$ cat config.mk
export PLATFORM = sky130hd
export DESIGN_NAME = vregs_enum_parse
export DESIGN_NICKNAME = d
export VERILOG_FILES = /design/src/rtl/vregs_enum_parse_pkg.sv /design/src/rtl/vregs_enum_match.sv /design/src/rtl/vregs_enum_parse.sv
export SDC_FILE = /design/constraint.sdc
export NUM_CORES = 1
export LEC_CHECK = 0
export CORE_UTILIZATION = 50
export DETAILED_ROUTE_END_ITERATION = 8
export GPL_TIMING_DRIVEN = 0
export MAX_ROUTING_LAYER = met4
export PLACE_DENSITY = 0.69
export SLEW_MARGIN = 20
export SYNTH_ARGS = -nofsm -noshare
export SYNTH_HDL_FRONTEND = slang
export SYNTH_SLANG_ARGS = --single-unit
$ cat constraint.sdc
create_clock -name clk -period 3.5 [get_ports clk]
set_clock_uncertainty 0.1 [all_clocks]
set_input_delay 0.525 -clock clk [delete_from_list [all_inputs] [get_ports clk]]
set_output_delay 0.525 -clock clk [all_outputs]
set_load 0.02 [all_outputs]
$ cat src/rtl/vregs_enum_parse_pkg.sv
// Shared types and constants for the En_ExEnum ASCII parser: enum codes,
// space-padded name strings, FSM state encoding and character helpers.
package vregs_enum_parse_pkg;

  localparam int MAXLEN = 8;
  localparam int BUF_W  = 8 * MAXLEN;

  // En_ExEnum register codes; these are the single source of truth for both
  // the AUTOASCIIENUM debug decode and this parser.
  localparam logic [3:0] EP_ExEnum_ONE      = 4'h1;
  localparam logic [3:0] EP_ExEnum_TWO      = 4'h2;
  localparam logic [3:0] EP_ExEnum_FIVE     = 4'h5;
  localparam logic [3:0] EP_ExEnum_FOURTEEN = 4'hE;

  // Name strings as space-padded 64-bit constants, first character in the MSB lane.
  localparam logic [BUF_W-1:0] NAME_ONE      = "one     ";
  localparam logic [BUF_W-1:0] NAME_TWO      = "two     ";
  localparam logic [BUF_W-1:0] NAME_FIVE     = "five    ";
  localparam logic [BUF_W-1:0] NAME_FOURTEEN = "fourteen";
  localparam logic [BUF_W-1:0] NAME_BLANK    = "        ";

  typedef enum logic [2:0] {
    ST_IDLE,
    ST_ACCUM,
    ST_SKIP,
    ST_MATCH,
    ST_OUT
  } state_e;

  function automatic logic is_delim(input logic [7:0] c);
    return (c == 8'h20) || (c == 8'h0A) || (c == 8'h0D) || (c == 8'h00);
  endfunction

  function automatic logic [7:0] fold_case(input logic [7:0] c);
    if (c >= 8'h41 && c <= 8'h5A) return c | 8'h20;
    return c;
  endfunction

endpackage

$ cat src/rtl/vregs_enum_match.sv
// Combinational name-table lookup: maps a space-padded 64-bit token buffer
// to its En_ExEnum code, flagging unknown or overlong tokens as errors.
module vregs_enum_match
  import vregs_enum_parse_pkg::*;
(
  input  logic [BUF_W-1:0] name_buf,
  input  logic             ovf,
  output logic [3:0]       code,
  output logic             error
);

  // NOTE: every output gets a default before the case so no latch is inferred.
  always_comb begin
    code  = 4'h0;
    error = 1'b1;
    if (!ovf) begin
      case (name_buf)
        NAME_ONE:      begin code = EP_ExEnum_ONE;      error = 1'b0; end
        NAME_TWO:      begin code = EP_ExEnum_TWO;      error = 1'b0; end
        NAME_FIVE:     begin code = EP_ExEnum_FIVE;     error = 1'b0; end
        NAME_FOURTEEN: begin code = EP_ExEnum_FOURTEEN; error = 1'b0; end
        default:       begin code = 4'h0;               error = 1'b1; end
      endcase
    end
  end

endmodule

$ cat src/rtl/vregs_enum_parse.sv
// Byte-stream to En_ExEnum parser. Define VREGS_ENUM_PARSE_CASEFOLD_EN to
// fold uppercase token characters to lowercase before matching.
module vregs_enum_parse
  import vregs_enum_parse_pkg::*;
(
  input  logic       clk,
  input  logic       reset,
  input  logic       ch_valid,
  input  logic [7:0] ch_data,
  output logic       ch_ready,
  output logic       out_valid,
  input  logic       out_ready,
  output logic [3:0] out_enum,
  output logic       out_error
);

  state_e           state;
  state_e           state_next;
  logic [3:0]       cnt;
  logic             ovf;
  logic [BUF_W-1:0] name_buf;
  logic [2:0]       lane;
  logic [7:0]       ch_byte;
  logic             accept;
  logic             delim;
  logic [3:0]       match_code;
  logic             match_error;

  assign accept = ch_valid && ch_ready;
  assign delim  = is_delim(ch_data);
  // Character k of the token lands in byte lane 7-k so the buffer reads like the name string.
  assign lane   = 3'd7 - cnt[2:0];

`ifdef VREGS_ENUM_PARSE_CASEFOLD_EN
  assign ch_byte = fold_case(ch_data);
`else
  assign ch_byte = ch_data;
`endif

  vregs_enum_match u_match (
    .name_buf (name_buf),
    .ovf      (ovf),
    .code     (match_code),
    .error    (match_error)
  );

  // NOTE: sequential state uses non-blocking assignments so all flops update together.
  always_ff @(posedge clk) begin
    if (reset) state <= ST_IDLE;
    else       state <= state_next;
  end

  always_comb begin
    state_next = state;
    case (state)
      ST_IDLE:  if (accept && !delim) state_next = ST_ACCUM;
      ST_ACCUM: begin
        if (accept) begin
          if (delim)                     state_next = ST_MATCH;
          else if (cnt == 4'(MAXLEN))    state_next = ST_SKIP;
        end
      end
      ST_SKIP:  if (accept && delim) state_next = ST_MATCH;
      ST_MATCH: state_next = ST_OUT;
      ST_OUT:   if (out_ready) state_next = ST_IDLE;
      default:  state_next = ST_IDLE;
    endcase
  end

  // Handshake outputs decode the state register only.
  always_comb begin
    ch_ready  = (state == ST_IDLE) || (state == ST_ACCUM) || (state == ST_SKIP);
    out_valid = (state == ST_OUT);
  end

  // NOTE: the name buffer is a plain register, so resetting it to spaces is cheap and required.
  always_ff @(posedge clk) begin
    if (reset) begin
      name_buf  <= NAME_BLANK;
      cnt       <= 4'd0;
      ovf       <= 1'b0;
      out_enum  <= 4'h0;
      out_error <= 1'b0;
    end else begin
      case (state)
        ST_IDLE, ST_ACCUM: begin
          if (accept && !delim) begin
            if (cnt == 4'(MAXLEN)) begin
              ovf <= 1'b1;
            end else begin
              name_buf[{lane, 3'b000} +: 8] <= ch_byte;
              cnt <= cnt + 4'd1;
            end
          end
        end
        ST_MATCH: begin
          out_enum  <= match_code;
          out_error <= match_error;
        end
        ST_OUT: begin
          if (out_ready) begin
            name_buf <= NAME_BLANK;
            cnt      <= 4'd0;
            ovf      <= 1'b0;
          end
        end
        default: ;
      endcase
    end
  end

endmodule
wires.png
Scale bar: 20 µm.
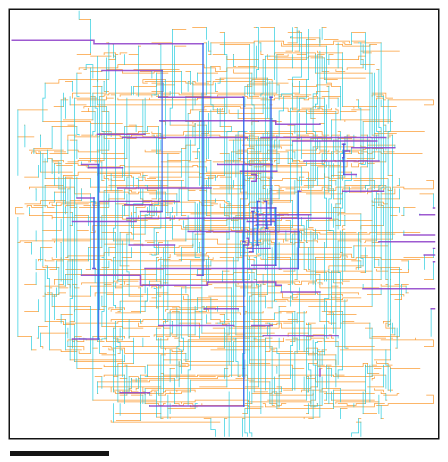
- orange: metal 1 (wire length 4570 µm)
- purple: metal 3 (wire length 617 µm)
- cyan: metal 2 (wire length 4350 µm)
- blue: metal 4 (wire length 269 µm)
GRT Overall Usage: 0.2935
Routed WL: 9.807 mm
Routed WL per cell: 18.37 µm

io_placement.png
Pins as bars across the die edge, other pins in grey.
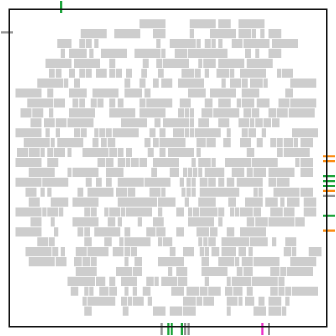
- magenta: `out_ready` (pins 1; direction input; edge south)
- green: `ch_data` (pins 8; direction input; edge 4 east, 3 south, 1 north)
- orange: `out_enum` (pins 4; direction output; edge east)
- all pins by edge: 9 east, 8 south, 1 north, 1 west

clocks.png
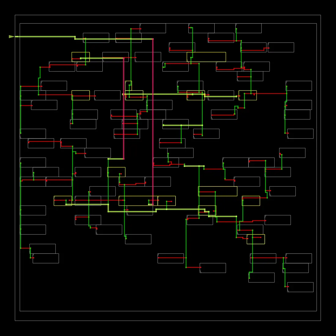
CTS buffer count: 9
FFs & Latches: 77
layout clock buffer count: 11

clk_routes.png
Scale bar: 20 µm.
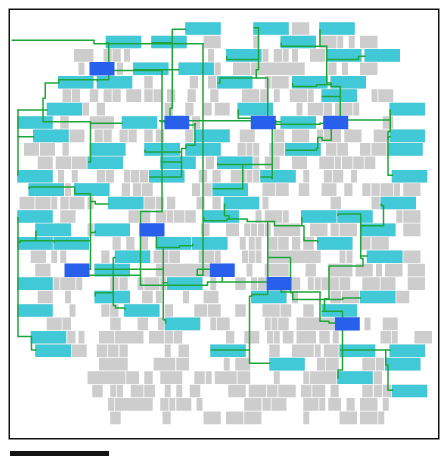
- green: clock wires (length 931 µm)
- cyan: flip-flops (count 77)
- blue: clock drivers (count 9)
- routed clock nets: 10
- flops lie: widely spread
clk_lat worst skew: 0.35 ns
Clock group: 0.827 mW
power share of the clock group: 0.433

flops_by_reg.png
Other sequential cells in the stronger grey, the rest of the logic in the fainter grey.
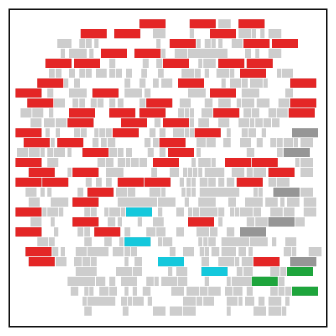
- red: `name_buf` (placed flops 64)
- green: `state` (placed flops 3)
- cyan: `cnt` (placed flops 4; where south)
- not coloured: 6

==> out/metrics.yaml <==
grt_max_degree: 13
overflow: 0
drcViolationCount: 0
hold_viol: 0
cts_hold_buffers: 0
edf_count: 0
outcome: "complete, no violations"
postRouteAntennaNets: 0
cp_num_cells: 3
warnings: 27
cp-start-kind: "flop"
crit_family: "buffers and inverters"
path_clk_slew_ns: 0.08
grt_pass1_vias: 2994
peakVddDrop_v: 0.0003809
n_antenna_cell: 0
crit_chain: "clkbuf_1 > nor3b_1 > clkdlybuf4s50_1"
max_freq_mhz: 350.4
hpwl_mm: 7.158
max_slew.worst_pin.slew_ns: 0.9634
fin_crit_ns: 2.854
path_buffers: 2
rows: 30
r2r_cells: 9
die_w_um: 86.72
h-tree-depth: 3
initCoreUtil: 0.5224
synth_seq_share: 0.4296
-- per-stage QoR --
stage / power, mW / hold slack (ns) / area, µm²
final: 1.912 / 0.3594 / 4125
after floorplan: 1.040 / 0.3332 / 3588
after global placement: 1.100 / 0.3378 / 3879
after global routing: 1.974 / 0.3858 / 4125
after detailed placement: 1.102 / 0.3502 / 3879
after CTS: 1.914 / 0.3609 / 4125
-- cells by family after synthesis --
group                      count (synthesis)  share of synthesized area
DFF                                       77                     0.4296
xor gates and xnor gates                   1                   0.002441
buffers and inverters                     25                    0.03382
muxes                                     19                    0.05300
AOI/OAI and AO/OA                         80                     0.1740
and+or+nand+nor                          201                     0.2967
adders and majority gates                  3                    0.01046
-- layout make-up --
| cell class | count | area, µm² |
|---|---|---|
| inverters | 3 | 11.26 |
| clock inverters | 4 | 95.09 |
| multi-input cells | 304 | 1926 |
| flip-flops and latches | 77 | 1541 |
| repair buffers | 17 | 170.2 |
| fillers | 626 | 2744 |
| plain buffers | 22 | 110.1 |
| clock buffers | 11 | 151.4 |
| well taps | 96 | 120.1 |
-- worst paths after layout --
path	end	start	slack, ns
setup reg to reg	name_buf[45]	cnt[0]	0.74
hold reg to reg	out_enum[2]	out_enum[2]	0.36
setup / recovery	out_valid	state[1]	0.65
hold / removal	out_enum[2]	out_enum[2]	0.36
-- report_power, final --
part,leakage (nW),switching (mW),internal (mW),total (mW)
registers,0.623,0.0174,0.896,0.914
logic,0.805,0.110,0.0614,0.172
clock network,0.125,0.319,0.508,0.827
total,1.55,0.447,1.47,1.91
-- cell usage after synthesis (4+ instances only) --
library cell and instances:
a21oi_1 14, a31o_2 21, and3_1 6, buf_2 7, clkbuf_1 12, dfxtp_1 77
mux2i_1 19, nand2_1 37, nand2b_1 10, nand3_1 26, nand3b_1 5, nand4_1 12
nor2_1 47, nor2b_1 6, nor3_1 15, nor3b_1 4, nor4_1 5, nor4b_1 9
o21ai_0 21, or3_1 4
-- cell usage in the layout, fill, tap and decap left out, types with 2 or more instances in the layout --
cell type        netlist  layout
o41ai_1                2       2
nor2b_1                6       6
nand4b_1               3       3
nor4_1                 5       5
clkbuf_1              12      12
buf_6                  2       2
o21ai_0               21      21
nor3_1                15      15
inv_1                  3       3
clkdlybuf4s50_1        0      17
and3_1                 6       6
nor4bb_1               3       3
dfxtp_1               77      77
buf_2                  7       7
nand2_1               37      37
nand3b_1               5       5
and2_1                 2       2
or3_1                  4       4
nand4_1               12      12
a21oi_1               14      14
or2_2                  2       2
nand2b_1              10      10
nand3_1               26      26
a2111oi_2              2       2
nor4b_1                9       9
bufinv_16              0       3
ha_1                   3       3
a21oi_2                2       2
a31oi_4                3       3
nor3b_1                4       4
nor2_1                47      47
a31oi_1                2       2
mux2i_1               19      19
a211oi_1               2       2
clkbuf_8               0      11
a31o_2                21      21
-- tightest hold or removal path: cells and delay by family, from the launching register on --
kind	cells	cell delay [ns]
flip-flops	1	0.31
AND/OR/NAND/NOR	1	0.05
AND-OR/OR-AND	1	0.05
-- state kept, by name, summed over array words and instances (netlist names) --
signal and cells:
state 3, ovf 1, out_error 1, out_enum 4, name_buf 64, cnt 4
Power and IR drop assume default switching activity.
